==> run_1/gates.png <==
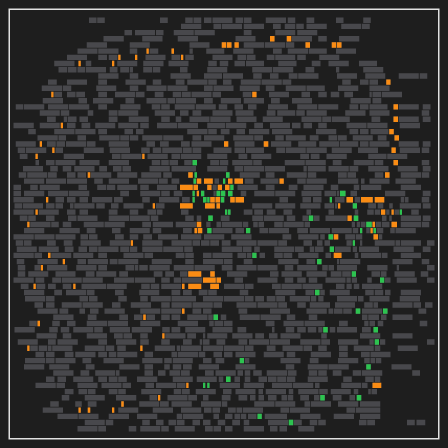
==> run_1/ff_map.png <==
Scale bar: 50 µm. Other sequential cells in the stronger grey, the rest of the logic in the fainter grey.
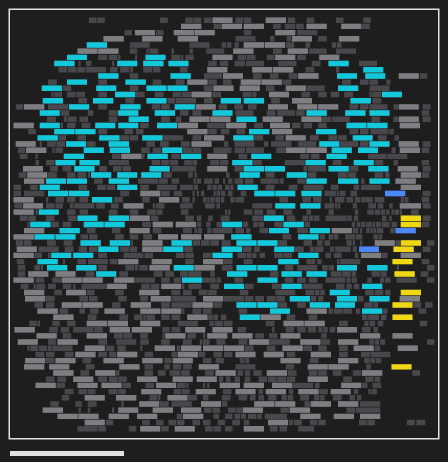
==> run_1/congestion_map.png <==
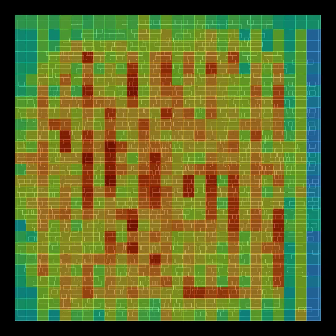
==> run_1/class_map.png <==
Scale bar: 50 µm.
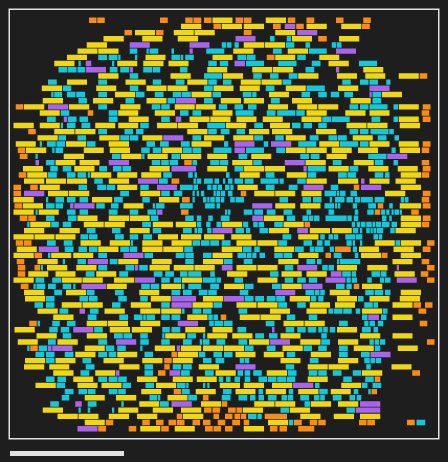
<file path="src/rtl/sa_pkg.sv">
// Shared constants and FSM state encoding for the systolic-array feeder.
package sa_pkg;
    localparam int SIZE         = 10;
    localparam int N            = 4;
    localparam int FEED_CYCLES  = 7;
    localparam int DRAIN_CYCLES = 3;

    typedef enum logic [2:0] {
        IDLE,
        CLEAR,
        FEED,
        DRAIN,
        DONE
    } state_t;
endpackage

</file>
<file path="src/rtl/sa_matrix_buf.sv">
// 4x4 register file: one write port, every entry readable in parallel.
module sa_matrix_buf
    import sa_pkg::*;
#(
    parameter int width = SIZE
) (
    input  logic             clk,
    input  logic             reset,
    input  logic             wr_en,
    input  logic [1:0]       wr_row,
    input  logic [1:0]       wr_col,
    input  logic [width-1:0] wr_data,
    output logic [width-1:0] q [N][N]
);

    genvar gi, gj;
    generate
        for (gi = 0; gi < N; gi++) begin : g_row
            for (gj = 0; gj < N; gj++) begin : g_col
                logic [width-1:0] entry_reg;

                always_ff @(posedge clk or posedge reset) begin
                    if (reset) begin
                        entry_reg <= '0;
                    end else if (wr_en && wr_row == 2'(gi) && wr_col == 2'(gj)) begin
                        entry_reg <= wr_data;
                    end
                end

                assign q[gi][gj] = entry_reg;
            end
        end
    endgenerate

endmodule

</file>
<file path="src/rtl/sa_feeder.sv">
// Holds A and B operands and streams them, skewed, into a 4x4 output-stationary
// systolic array: one clear cycle, seven feed steps, three drain cycles, done.
module sa_feeder
    import sa_pkg::*;
#(
    parameter int size = SIZE
) (
    input  logic            clk,
    input  logic            reset,
    input  logic            wr_en,
    input  logic            wr_sel,
    input  logic [1:0]      wr_row,
    input  logic [1:0]      wr_col,
    input  logic [size-1:0] wr_data,
    input  logic            start,
    output logic            busy,
    output logic            done,
    output logic            sa_reset,
    output logic [size-1:0] a1,
    output logic [size-1:0] a2,
    output logic [size-1:0] a3,
    output logic [size-1:0] a4,
    output logic [size-1:0] b1,
    output logic [size-1:0] b2,
    output logic [size-1:0] b3,
    output logic [size-1:0] b4
);

    localparam logic [2:0] LAST_FEED  = 3'(FEED_CYCLES - 1);
    localparam logic [2:0] LAST_DRAIN = 3'(DRAIN_CYCLES - 1);

    state_t          state_reg;
    logic [2:0]      step_reg;
    logic            busy_reg;
    logic            done_reg;
    logic            sa_reset_reg;
    logic [size-1:0] a_reg [N];
    logic [size-1:0] b_reg [N];

    logic [size-1:0] a_q [N][N];
    logic [size-1:0] b_q [N][N];
    logic [size-1:0] feed_a [N];
    logic [size-1:0] feed_b [N];
    logic [2:0]      feed_step;
    logic            buf_wr;

    // The buffers are only writable while idle, so a run always sees a stable operand set.
    assign buf_wr = wr_en && (state_reg == IDLE);

    sa_matrix_buf #(.width(size)) u_buf_a (
        .clk     (clk),
        .reset   (reset),
        .wr_en   (buf_wr && !wr_sel),
        .wr_row  (wr_row),
        .wr_col  (wr_col),
        .wr_data (wr_data),
        .q       (a_q)
    );

    sa_matrix_buf #(.width(size)) u_buf_b (
        .clk     (clk),
        .reset   (reset),
        .wr_en   (buf_wr && wr_sel),
        .wr_row  (wr_row),
        .wr_col  (wr_col),
        .wr_data (wr_data),
        .q       (b_q)
    );

    // Step that the output registers will present in the coming cycle.
    assign feed_step = (state_reg == CLEAR) ? 3'd0 : step_reg + 3'd1;

    genvar gi;
    generate
        for (gi = 0; gi < N; gi++) begin : g_feed
            logic [3:0] diff;
            logic       in_window;

            // Negative offsets wrap to large values, so one range test covers both ends.
            assign diff      = {1'b0, feed_step} - 4'(gi);
            assign in_window = (diff[3:2] == 2'b00);
            assign feed_a[gi] = in_window ? a_q[gi][diff[1:0]] : '0;
            assign feed_b[gi] = in_window ? b_q[diff[1:0]][gi] : '0;
        end
    endgenerate

    always_ff @(posedge clk or posedge reset) begin
        if (reset) begin
            state_reg    <= IDLE;
            step_reg     <= '0;
            busy_reg     <= 1'b0;
            done_reg     <= 1'b0;
            sa_reset_reg <= 1'b1;
            for (int i = 0; i < N; i++) begin
                a_reg[i] <= '0;
                b_reg[i] <= '0;
            end
        end else begin
            done_reg     <= 1'b0;
            sa_reset_reg <= 1'b0;
            for (int i = 0; i < N; i++) begin
                a_reg[i] <= '0;
                b_reg[i] <= '0;
            end
            case (state_reg)
                IDLE: begin
                    busy_reg <= 1'b0;
                    if (start) begin
                        state_reg    <= CLEAR;
                        busy_reg     <= 1'b1;
                        sa_reset_reg <= 1'b1;
                    end
                end
                CLEAR: begin
                    state_reg <= FEED;
                    step_reg  <= '0;
                    for (int i = 0; i < N; i++) begin
                        a_reg[i] <= feed_a[i];
                        b_reg[i] <= feed_b[i];
                    end
                end
                FEED: begin
                    if (step_reg == LAST_FEED) begin
                        state_reg <= DRAIN;
                        step_reg  <= '0;
                    end else begin
                        step_reg <= step_reg + 3'd1;
                        for (int i = 0; i < N; i++) begin
                            a_reg[i] <= feed_a[i];
                            b_reg[i] <= feed_b[i];
                        end
                    end
                end
                DRAIN: begin
                    if (step_reg == LAST_DRAIN) begin
                        state_reg <= DONE;
                        done_reg  <= 1'b1;
                    end else begin
                        step_reg <= step_reg + 3'd1;
                    end
                end
                DONE: begin
                    state_reg <= IDLE;
                    busy_reg  <= 1'b0;
                end
                default: begin
                    state_reg <= IDLE;
                    busy_reg  <= 1'b0;
                end
            endcase
        end
    end

    assign busy     = busy_reg;
    assign done     = done_reg;
    assign sa_reset = sa_reset_reg;
    assign a1 = a_reg[0];
    assign a2 = a_reg[1];
    assign a3 = a_reg[2];
    assign a4 = a_reg[3];
    assign b1 = b_reg[0];
    assign b2 = b_reg[1];
    assign b3 = b_reg[2];
    assign b4 = b_reg[3];

endmodule
</file>
<file path="config.mk">
export PLATFORM = sky130hd
export DESIGN_NAME = sa_feeder
export DESIGN_NICKNAME = d
export VERILOG_FILES = /design/src/rtl/sa_pkg.sv /design/src/rtl/sa_matrix_buf.sv /design/src/rtl/sa_feeder.sv
export SDC_FILE = /design/constraint.sdc
export NUM_CORES = 1
export LEC_CHECK = 0
export CORE_UTILIZATION = 50
export CTS_CLUSTER_SIZE = 14
export DETAILED_ROUTE_END_ITERATION = 10
export MAX_ROUTING_LAYER = met4
export PLACE_DENSITY_LB_ADDON = 0.2
export SETUP_SLACK_MARGIN = 0.05
export SLEW_MARGIN = 40
export SYNTH_ARGS = -nofsm -noshare
export SYNTH_HDL_FRONTEND = slang
export SYNTH_SLANG_ARGS = --single-unit
</file>
<file path="constraint.sdc">
create_clock -name clk -period 17.7 [get_ports clk]
set_input_delay 3.54 -clock clk [delete_from_list [all_inputs] [get_ports clk]]
set_output_delay 3.54 -clock clk [all_outputs]
set_load 0.05 [all_outputs]
</file>
==> results.txt, run 1 <==
Implementation progress

Based on the critical path, the design can be clocked at up to 172 MHz. In this run, synthesis inferred 0 flip-flops with an integrated enable. The number of library cell types mapped by synthesis stands at 52. The yosys cell count stands at approximately 1200. Post-synthesis, Yosys gives the total cell area as 17300 µm².

Counting the warning lines in the Yosys log gives 0. Looking at the cell usage after synthesis, the top flip-flop cell is sky130_fd_sc_hd__dfrtp_1. The final layout report lists a filler cell count of about 2600. Recorded from the global router log, the overflow total was 0. Setup repair after global routing left no endpoint under its margin. The die area stands at roughly 35000 µm².

The number of slew-limit violations in the final report stands at 0. The relative area of non-clock buffer cells in the final design stands at 6.20%. The final number of setup-violating endpoints stands at 0.

The number of clock buffers in the layout stands at 57. The share of the cycle needed by the critical path after routing stands at 32.8%. For the worst reg-to-reg path, the startpoint reported by OpenROAD is state_reg[0]. The number of cells on the worst reg-to-reg path stands at 11. The depth of the CTS H-tree stands at 2. From bottom edge to top edge, the die measures 188 µm. The capture point of the critical path was reported as u_buf_b.g_row[1].g_col[3].entry_reg[2]. In the layout the tool counted multi-input logic cells amounting to 691.

The worst-case IR drop observed on VDD is 0.107 mV. The area of the multi-input gates stands at 6780 µm². The final layout reports a setup TNS of 0 ns. The HPWL reported at the end of detailed placement stands at 22.2 mm. The critical path's largest stage delay stands at 0.81 ns.

The total iterations of the first detailed-routing run stands at 6. The aggregate routed wire length stands at 38.7 mm. The pin closest to its max-slew limit shows a slew of roughly 0.83 ns. Buffers inserted to repair hold after CTS numbered 0.

The clock-pin slew on the worst setup and hold paths stands at 0.06 ns. The smallest clock period supported by the final layout is computed as 5.80 ns. In this run the worst setup path begins at wr_row[0]. After the first detailed-routing iteration, the DRC count stood at slightly below 700. The run finished with clean final reports. The signal arrival time at the worst endpoint stands at 6.21 ns. The maximum fanout along the worst path stands at 10.

Looking at the clock tree report, the maximum root-to-sink buffer count equals 3. STA classifies the critical path endpoint as a flip-flop. The total tool warning count stands at 30.

After synthesis, the mean cell area works out to 14.4 µm². The die width stands at 188 µm. By count the netlist is led by 408 x sky130_fd_sc_hd__dfrtp_1, 372 x sky130_fd_sc_hd__mux2_2, 80 x sky130_fd_sc_hd__clkbuf_1. The number of buffers added on ports stands at 101.

Summing the sequential cell areas from Yosys gives approximately 60% of the chip area. TritonCTS built the clock tree. The non-clock inverter count in the final layout stands at 10.

The worst register-to-register path has a setup slack of 13.61 ns. For this run, asynchronously set or reset flops after synthesis account for 100%. Looking at the hold checks, the worst path lands on u_buf_b.g_row[3].g_col[3].entry_reg[9]. In this run the post-CTS setup repair buffer count came out at 0. The tap cell instance count stands at 448. The min-delay analysis places its worst path in the category flip-flop to flip-flop. By startpoint and endpoint, the worst setup path is classified as primary input to flip-flop. Clock tree synthesis found a total of between 400 and 500 sinks.

TritonRoute reported its final design rule violation total as 0. At the worst endpoint, the required time is 18.11 ns. The post-route netlist has between 40% and 50% of its cells at a drive strength greater than 1. The synthesized netlist occupies a cell area of roughly 17000 µm².

For this design, the slowest cell found on the critical path is sky130_fd_sc_hd__clkdlybuf4s50_1. For reference, the critical path cell chain is clkdlybuf4s50_1 -> nand2b_1 -> nor3_1 -> nand3_1 -> mux2_2. Before placement the cells fill 51.3% of the core. The via count of the first global-routing pass stands at around 11000. The number of sequential storage elements stands at about 410. Looking at the area split, the leading class of cells is sequential cells. The endpoint identified for the worst register-to-register timing path is b2[8]. The first global-routing pass estimated 62.4 mm of wire. The total leakage power stands at 9.63 nW. The final estimated routing congestion in global placement stands at a little under 0.8.
About gates.png:
[orange] nor cells | cells: 98 | most used: nor2_1 | where: widely spread
[green] nand cells | cells: 52 | most used: nand2b_1

About ff_map.png:
[cyan] `u_buf_b.g_row.g_col.entry_reg` | sequential cells: 160
[yellow] `b2` | sequential cells: 10 | where: middle right
[blue] `state_reg` | sequential cells: 3
not coloured: 236
share of the core filled with cells in the final layout: 60.3%
sequential share of cell area: 50.2%
Flop+latch power: 1.14 mW

About congestion_map.png:
busiest metal layer after global routing: met2
GR Util met1: 31.9%
met2 Use GR: 36.1%
final routed wire length divided by cell count: 21.9 µm
total global-route track usage: 23.3%

About class_map.png:
[cyan] remaining logic cells | cells: 701
[yellow] registers | cells: 409
[purple] clock drivers and dummy loads | cells: 78
[orange] remaining buffers and delay cells | cells: 128
num rows: 67
Core ar.: 33800 µm²
post-route design area: 20400 µm²

==> run 1: routing by layer <==
layer / share of wire, % / track usage (%) / vias up
met1: 45 / 31.9 / 5466
li1: - / - / 4574
met4: 2.1 / 6.29 / 0
met3: 4.6 / 3.87 / 64
met5: 0 / - / -
met2: 48 / 36.1 / 255
==> run 1: through the flow <==
step / utilization (%) / instance area [µm²] / instances / setup slack [ns]
6_report: 60.3 / 20400 / 1767 / 11.90
5_1_grt: 60.3 / 20400 / 1767 / 11.59
4_1_cts: 60.3 / 20400 / 1764 / 11.92
3_5_place_dp: 55.9 / 18900 / 1686 / 11.36
3_3_place_gp: 55.6 / 18800 / 1683 / 11.35
2_1_floorplan: - / 17300 / 1200 / 2.78
==> run 1: layout by cell type (no fill, tap or decap), types with 6 or more instances in the layout <==
cell type	netlist	layout
sky130_fd_sc_hd__nand2_1	15	15
sky130_fd_sc_hd__mux2_1	8	8
sky130_fd_sc_hd__mux4_2	20	20
sky130_fd_sc_hd__dfrtp_1	408	408
sky130_fd_sc_hd__nor2b_1	26	26
sky130_fd_sc_hd__nor2_1	54	43
sky130_fd_sc_hd__buf_4	0	23
sky130_fd_sc_hd__clkbuf_8	0	9
sky130_fd_sc_hd__clkinv_2	0	12
sky130_fd_sc_hd__nand2b_1	28	28
sky130_fd_sc_hd__a211oi_1	21	21
sky130_fd_sc_hd__nand3_1	6	6
sky130_fd_sc_hd__clkdlybuf4s50_1	0	101
sky130_fd_sc_hd__a222oi_1	38	38
sky130_fd_sc_hd__o31ai_1	21	21
sky130_fd_sc_hd__inv_1	9	8
sky130_fd_sc_hd__clkbuf_16	0	45
sky130_fd_sc_hd__o22ai_1	22	22
sky130_fd_sc_hd__mux2_2	372	372
sky130_fd_sc_hd__nor2_2	1	11
==> run 1: worst register-to-register path: stages (launching register included) <==
cell                       delay (ns)
sky130_fd_sc_hd__dfrtp_1         0.54
sky130_fd_sc_hd__nor3b_2         0.24
sky130_fd_sc_hd__buf_4           0.25
sky130_fd_sc_hd__nor2_4          0.12
sky130_fd_sc_hd__buf_4           0.65
sky130_fd_sc_hd__clkinv_1        0.16
sky130_fd_sc_hd__buf_4           0.32
sky130_fd_sc_hd__ha_2            0.29
sky130_fd_sc_hd__nand2b_1        0.13
sky130_fd_sc_hd__nor4_1          0.41
sky130_fd_sc_hd__o311ai_4        0.29
sky130_fd_sc_hd__a211oi_1        0.52
==> run 1: cells by family (layout without fill, tap and decap cells) <==
family | Yosys count | count (layout) | synth area share, %
xor+xnor | 1 | 1 | 0.0506
fa+ha+maj | 5 | 5 | 0.361
simple gates | 164 | 164 | 5.35
buf+inv | 100 | 216 | 2.26
compound gates | 121 | 121 | 5.54
flops | 409 | 409 | 59.1
other cells | 0 | 3 | 0
mux | 400 | 400 | 27.3
==> run 1: power breakdown <==
group | internal, mW | leakage, nW | switching, mW | total (mW)
Combinational | 0.401 | 3.29 | 0.644 | 1.05
Clock | 0.560 | 0.731 | 0.367 | 0.927
Sequential | 1.07 | 5.61 | 0.0671 | 1.14
Total | 2.03 | 9.63 | 1.08 | 3.11
==> run_1/layers.png <==
Scale bar: 50 µm. Only two layers are drawn.
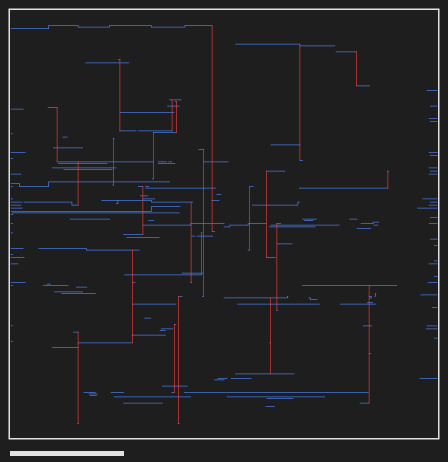

--- run 2 (diff from run 1) ---
clock period = 5.86 ns   (was 17.7 ns; I/O delays follow)
==> run_2/layers.png <==
Scale bar: 50 µm. Only two layers are drawn.
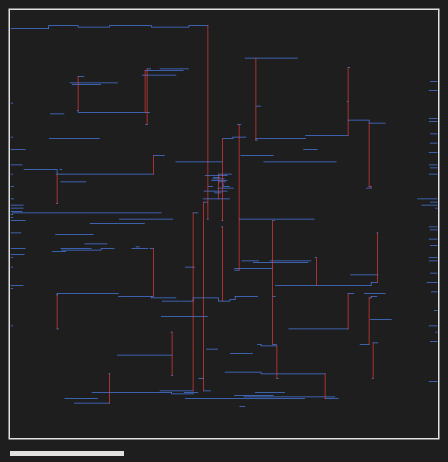
[blue] M3 | wire length: 1580 µm
[red] M4 | wire length: 797 µm
total global-route track usage: 23.2%
final routed wire length divided by cell count: 21.8 µm
total via count after detailed routing: 10200
final wirelength: 38.5 mm

==> run 2 against run 1 <==
Net effect: core utilization shrank 0.38 points; sequential power grew to 3.0 times the previous value; critical path type unchanged; critical path depth is the same; highest routed layer unchanged; register-to-register slack lost 11 ns.
==> results.txt, run 2 <==
Implementation progress

The number of warning messages in the yosys log stands at 0 (unchanged). Per the synth stats, the flop cell with the highest instance count is sky130_fd_sc_hd__dfrtp_1. The worst register-to-register path ends at b2[9]. Per the cell usage report, the commonest logic cell in the layout is sky130_fd_sc_hd__dfrtp_1. The final number of setup-violating endpoints stands at 0 (unchanged).

Ranking logic cells in the layout by count gives the top entries 408 x sky130_fd_sc_hd__dfrtp_1, 372 x sky130_fd_sc_hd__mux2_2, 101 x sky130_fd_sc_hd__clkdlybuf4s50_1. The slack of the critical path stands at 2.51 ns (-9.39 ns). The share of synthesized registers carrying an async set or reset stands at 100% (unchanged). The number of buffers added on ports is 101 (unchanged). The number of slew-limit violations in the final report stands at 0 (unchanged).

The height of the die was 188 µm (unchanged). The residual DRC count stands at 0 (unchanged). The startpoint identified for the worst register-to-register timing path is step_reg[0].

The run finished with clean final reports. Post-route period utilization is reported as a little under three fifths. The tally of non-filler cells in the final layout stands at 1762 (-0.28%). The worst-margin pin slew was 0.776 ns (-0.0576 ns). The slack of the worst reg-to-reg path stands at 2.63 ns (-10.98 ns). The count of library flops with an enable pin stands at 0 (unchanged). TritonCTS built the clock tree. STA classifies the critical path endpoint as a flip-flop.

The buffer count from post-CTS setup fixing was 0 (unchanged). The fill cell total of the finished layout stands at 2599 (+0.74%). The post-cts hold buffer count was 0 (unchanged).

The signal arrival time at the worst endpoint came to 3.76 ns (-2.45 ns). The post-synth area from yosys stat came to 17300 µm² (unchanged). The number of library cell types mapped by synthesis is 52 (unchanged).

The post-synthesis area per instance came to 14.4 µm² (unchanged). The total iterations of the first detailed-routing run is 6 (unchanged). The standard cell core area is 33800 µm² (unchanged). In the hold report, the worst path ends at u_buf_a.g_row[2].g_col[3].entry_reg[6]. The register area share after synthesis was 59.1% (unchanged). The violation count after the first detailed-route iteration was 781 (+16%). The worst hold path belongs to the class flip-flop to flip-flop. The post-synthesis instance area is 17300 µm² (unchanged).

The buffer levels on the longest clock path stands at 3 (unchanged). The fraction of layout instances using a drive strength above 1 stands at 39.2% (-0.82 points). The peak supply drop came to 0.534 mV (+400%). The area of the multi-input gates came to 6780 µm² (unchanged).

The aggregate global routing overflow stands at 0 (unchanged). The largest individual stage delay along the critical path comes from the cell sky130_fd_sc_hd__clkdlybuf4s50_1. The required time reported for the critical path endpoint was 6.26 ns (-11.85 ns). The final estimated routing congestion in global placement came to 0.754 (-3.5%).

The via count of the first global-routing pass was 10700 (-0.96%). The worst setup slack before clock tree synthesis is 1.97 ns (-9.39 ns). The HPWL reported at the end of detailed placement stands at 22.4 mm (+0.86%).

The critical path's largest stage delay stands at 0.55 ns (-0.26 ns). The number of cells on the worst reg-to-reg path is 9 (-2). The final setup TNS came to 0 ns (unchanged).

The core utilization at floorplan stands at 51.3% (unchanged). The total leakage power came to 9.57 nW (-0.68%). Sorting the synthesized cells by how often they occur yields 408 x sky130_fd_sc_hd__dfrtp_1, 372 x sky130_fd_sc_hd__mux2_2, 80 x sky130_fd_sc_hd__clkbuf_1. The maximum fanout along the worst path came to 10 (unchanged). The total tool warning count came to 33 (+10%). The time the worst path needs with I/O delays and setup stands at 3.35 ns. The depth of the CTS H-tree is 2 (unchanged). The clock net sink count stands at 409 (unchanged).
==> run_2/class_map.png <==
Scale bar: 50 µm.
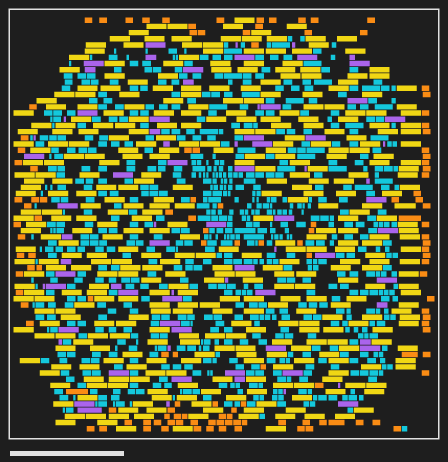
[orange] remaining buffers and delay cells | cells: 128
[cyan] remaining logic cells | cells: 701
[purple] clock drivers and dummy loads | cells: 75
[yellow] registers | cells: 409

[run 2: cell count changes in the layout (fill, tap and decap cells not counted), moves of 2 or more]
cell,delta
sky130_fd_sc_hd__clkinv_2,-5
sky130_fd_sc_hd__clkbuf_16,-2
sky130_fd_sc_hd__diode_2,-2
sky130_fd_sc_hd__clkinvlp_4,-2
sky130_fd_sc_hd__clkbuf_1,+9
sky130_fd_sc_hd__bufinv_16,-3
[run 2: how the worst max path moves through the flow]
stage / startpoint / endpoint / slack (ns) / cells after the start
2_1_floorplan: reset / a1[0] / -0.82 / 1
3_3_place_gp: wr_en / u_buf_b.g_row[3].g_col[2].entry_reg[3] / 2.01 / 5
3_5_place_dp: wr_en / u_buf_a.g_row[0].g_col[3].entry_reg[8] / 1.97 / 5
4_1_cts: wr_en / u_buf_a.g_row[0].g_col[3].entry_reg[8] / 2.51 / 5
5_1_grt: step_reg[0] / b2[9] / 2.36 / 9
6_report: wr_en / u_buf_a.g_row[0].g_col[3].entry_reg[8] / 2.51 / 5
[run 2: kinds of logic after synthesis]
family / synth area share, %
AOI/OAI and AO/OA: 5.54
buffers and inverters: 2.26
and+or+nand+nor: 5.35
muxes: 27.3
DFF: 59.1
adders and majority gates: 0.361
xor gates and xnor gates: 0.0506
[run 2: where the power goes]
part	switching (mW)	total, mW	internal [mW]
Combinational	1.90	3.10	1.19
Clock	1.08	2.60	1.52
Sequential	0.207	3.43	3.23
Total	3.18	9.12	5.94
[run 2: per-layer routing]
metal,global-route usage [%],vias up,wire (µm)
met2,36.2,236,18600
met5,-,-,0
met4,6.04,0,796
li1,-,4561,-
met1,32.3,5378,17500
met3,2.96,67,1580
[run 2: per-stage QoR]
step,power [mW],hold WS (ns),instance area (µm²)
after detailed placement,6.60,0.475,18900
after global placement,6.52,0.466,18800
final,9.12,0.487,20200
after global routing,9.58,0.508,20200
after CTS,9.21,0.489,20200
after floorplan,5.64,0.453,17300
[run 2: area by class of cell]
| class | count | share of cell area (%) |
|---|---|---|
| diodes | 1 | 0.0124 |
| clock inverters | 10 | 0.402 |
| repair buffers | 128 | 6.33 |
| flip-flops and latches | 409 | 50.6 |
| well taps | 448 | 2.77 |
| multi-input cells | 691 | 33.5 |
| clock buffers | 65 | 6.22 |
| inverters | 10 | 0.204 |
[run 2: worst reg2reg max path, cell delays in order (launching register included)]
cell	delay, ns
sky130_fd_sc_hd__dfrtp_1	0.34
sky130_fd_sc_hd__buf_4	0.38
sky130_fd_sc_hd__ha_1	0.37
sky130_fd_sc_hd__xor2_1	0.42
sky130_fd_sc_hd__nand2_1	0.15
sky130_fd_sc_hd__ha_1	0.27
sky130_fd_sc_hd__a211oi_1	0.33
sky130_fd_sc_hd__o311ai_4	0.27
sky130_fd_sc_hd__buf_4	0.29
sky130_fd_sc_hd__a211oi_1	0.29
==> run_2/congestion_map.png <==
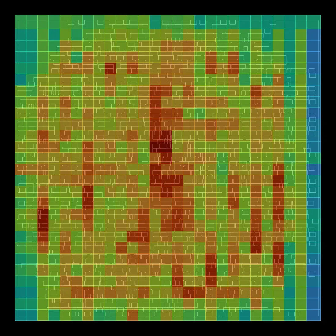

--- run 3 (diff from run 2) ---
clock period = 2.8 ns   (was 5.86 ns; I/O delays follow)
==> run_3/congestion_map.png <==
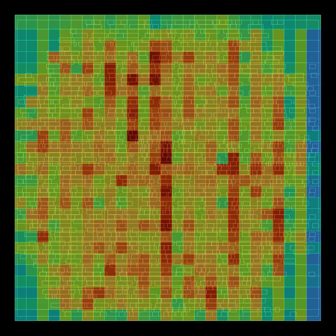
met2 Use GR: 36.4%
GR Util met1: 32.6%

==> run_3/gates.png <==
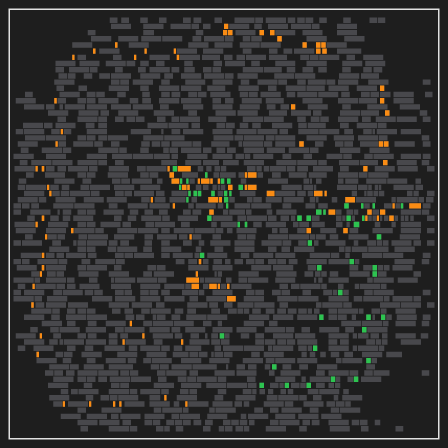
[orange] nor cells | cells: 98 | most used: nor2_1 | where: widely spread
[green] nand cells | cells: 52 | most used: nand2b_1
count of placed standard cells in the final layout, fillers left out: 1824
logic share of the area: 32.1%

==> run 3 against run 2 <==
Net effect: design area increased by 3.8%; clock skew increased by 0.0018 ns; via count increased by 2.2%; register-to-register slack got worse by 2.4 ns; critical path type unchanged; critical endpoint is now u_buf_a.g_row[2].g_col[3].entry_reg[7]; largest cell class unchanged.
==> results.txt, run 3 <==
Implementation progress

The fraction of layout instances using a drive strength above 1 came to 41.8% (+2.6 points). The post-synth area from yosys stat was 17300 µm² (unchanged). The count of library flops with an enable pin stands at 0 (unchanged).

The multiplexer share of the synthesized area stands at 27.3% (unchanged). The signal arrival time at the worst endpoint is 2.99 ns (-0.77 ns). The worst path in the final design needs a cycle of ~2.6 ns, including I/O delays and setup. The post-cts hold buffer count came to 0 (unchanged). The height of the die came to 188 µm (unchanged). The total tool warning count stands at 31 (-6.1%).

On the critical path, the stage with the largest delay is an instance of sky130_fd_sc_hd__or4b_1. The final number of setup-violating endpoints stands at 0 (unchanged). Global route summary, busiest routing layer listed as met2. The required time reported for the critical path endpoint is 3.21 ns (-3.05 ns). The number of library cell types mapped by synthesis is 52 (unchanged). The number of warning messages in the yosys log is 0 (unchanged).

Of the available clock period, the critical path in the final layout requires 92.0%. The residual DRC count stands at 0 (unchanged). The overall track demand over capacity in global routing came to 23.4% (+0.18 points). The core utilization at floorplan was 51.3% (unchanged). The post-synthesis share of cell area spent on and-or and or-and gates was 5.54% (unchanged). The number of slew-limit violations in the final report came to 0 (unchanged). The HPWL reported at the end of detailed placement was 23.2 mm (+3.3%). The total iterations of the first detailed-routing run stands at 7 (+1).

The via count of the first global-routing pass came to 11100 (+3.3%). The share of synthesized registers carrying an async set or reset stands at 100% (unchanged). The flow ran to the end, and the final reports show no timing, DRC or antenna violations. The fraction of synthesized cell area in xor and xnor cells is 0.0506% (unchanged). Yosys reports that the most numerous cell types are 408 x sky130_fd_sc_hd__dfrtp_1, 372 x sky130_fd_sc_hd__mux2_2, 80 x sky130_fd_sc_hd__clkbuf_1.

The post-layout instance area stands at 21000 µm² (+3.8%). TritonCTS built the clock tree. The number of buffers added on ports stands at 101 (unchanged).

The violation count after the first detailed-route iteration stands at 622 (-20%). Looking at the cell usage after synthesis, the top flip-flop cell is sky130_fd_sc_hd__dfrtp_1. The overall power consumption stands at 19.5 mW (+110%). The critical path's largest stage delay was 0.60 ns (+0.05 ns). The slack of the critical path is 0.223 ns (-2.29 ns). The final estimated routing congestion in global placement is 0.818 (+8.4%). The worst-margin pin slew came to 0.724 ns (-0.0523 ns). The aggregate routed wire length stands at 38.4 mm (-0.22%). The diode insertion count for antenna repair stands at 0 (-1). The clock net sink count stands at 409 (unchanged). The total leakage power stands at 10.0 nW (+4.6%). The tightest min-delay check is of the primary input to asynchronous set/reset pin type. The top cell types in the final layout, fill and taps aside, are 408 x sky130_fd_sc_hd__dfrtp_1, 372 x sky130_fd_sc_hd__mux2_2, 101 x sky130_fd_sc_hd__clkdlybuf4s50_1. By instance count after routing, the leading logic cell type is sky130_fd_sc_hd__dfrtp_1. The aggregate global routing overflow stands at 0 (unchanged). The placed instance area is 19600 µm² (+3.7%). The register area share after synthesis came to 59.1% (unchanged). The standard cell core area was 33800 µm² (unchanged). The buffer levels on the longest clock path came to 3 (unchanged). The peak supply drop stands at 0.822 mV (+54%). The mean routed wirelength per cell is 21.0 µm (-3.6%). The post-synthesis instance area stands at 17300 µm² (unchanged). STA classifies the critical path endpoint as a flip-flop. The depth of the CTS H-tree is 2 (unchanged).

The buffer count from post-CTS setup fixing stands at 0 (unchanged). The global routing met3 resource utilization stands at 3.14% (+0.19 points). After synthesis, the largest family of logic cells by area is multiplexers.

The adder-cell share of the synthesized area stands at 0.361% (unchanged). The post-synthesis area per instance stands at 14.4 µm² (unchanged).
==> run 3: cell types whose count changed in the layout (fill, tap and decap cells not counted), moves of 2 or more <==
cell                        previous run  this run
sky130_fd_sc_hd__buf_4                22        65
sky130_fd_sc_hd__bufinv_16             1         3
sky130_fd_sc_hd__clkbuf_1             12         7
sky130_fd_sc_hd__nor2_2               11         1
sky130_fd_sc_hd__a211oi_1             21        19
sky130_fd_sc_hd__clkbuf_8             10        13
sky130_fd_sc_hd__buf_12                2        25
sky130_fd_sc_hd__nor3_2                1         4
sky130_fd_sc_hd__nor3_4                5         2
sky130_fd_sc_hd__a211oi_2              0         2
sky130_fd_sc_hd__nor2_1               43        53
sky130_fd_sc_hd__buf_16                2         0
==> run 3: area by class of cell <==
type / count / area, µm²
fill: 2578 / 12800
timing repair buffer: 191 / 2000
tap: 448 / 561
clock inverter: 12 / 143
multi-input combinational: 691 / 6740
sequential: 409 / 10200
clock buffer: 63 / 1280
inverter: 10 / 41.3
==> run 3: power by group <==
part / internal [mW] / switching (mW)
logic: 2.67 / 4.04
registers: 6.75 / 0.387
clock network: 3.43 / 2.24
total: 12.9 / 6.67
==> run 3: per-layer routing <==
layer | vias up | wire length (µm)
met5 | - | 0
met2 | 259 | 18300
met1 | 5461 | 17600
met4 | 0 | 804
met3 | 57 | 1710
li1 | 4686 | -
==> run 3: path summary, 6_finish.rpt <==
check / start / endpoint / slack [ns] / cells after the start
worst min-delay path: reset / u_buf_a.g_row[0].g_col[2].entry_reg[1] / 0.42 / 2
worst max register to register: step_reg[0] / b2[9] / 0.22 / 10
min in group clk: u_buf_b.g_row[3].g_col[3].entry_reg[9] / u_buf_b.g_row[3].g_col[3].entry_reg[9] / 0.49 / 1
worst min register to register: u_buf_b.g_row[3].g_col[3].entry_reg[9] / u_buf_b.g_row[3].g_col[3].entry_reg[9] / 0.49 / 1
max in group asynchronous: reset / a4[3] / 1.51 / 4
worst max-delay path: wr_en / u_buf_a.g_row[2].g_col[3].entry_reg[7] / 0.22 / 5
==> run 3: stage by stage <==
step	hold slack (ns)	cells	TNS, ns
floorplan	0.453	1200	-1336.25
global route	0.476	1824	0
CTS	0.427	1824	0
finish	0.419	1824	0
detailed placement	0.473	1749	-14.99
global placement	0.465	1749	-13.94
==> run 3: logic make-up (layout without fill, tap and decap cells) <==
kind of cell	count (synthesis)	count (layout)
flip-flops	409	409
AND-OR/OR-AND	121	121
buffers and inverters	100	276
AND/OR/NAND/NOR	164	164
multiplexers	400	400
XOR/XNOR	1	1
adder cells (fa/ha/maj)	5	5
==> run 3: worst reg2reg max path: stages, from the launching register on <==
cell	delay (ns)
sky130_fd_sc_hd__dfrtp_1	0.41
sky130_fd_sc_hd__inv_1	0.20
sky130_fd_sc_hd__ha_4	0.25
sky130_fd_sc_hd__nor2_1	0.20
sky130_fd_sc_hd__inv_1	0.07
sky130_fd_sc_hd__ha_1	0.23
sky130_fd_sc_hd__nand2b_1	0.15
sky130_fd_sc_hd__nor4_1	0.25
sky130_fd_sc_hd__o311ai_2	0.18
sky130_fd_sc_hd__buf_12	0.20
sky130_fd_sc_hd__a211oi_1	0.31
Power and IR drop assume default switching activity.
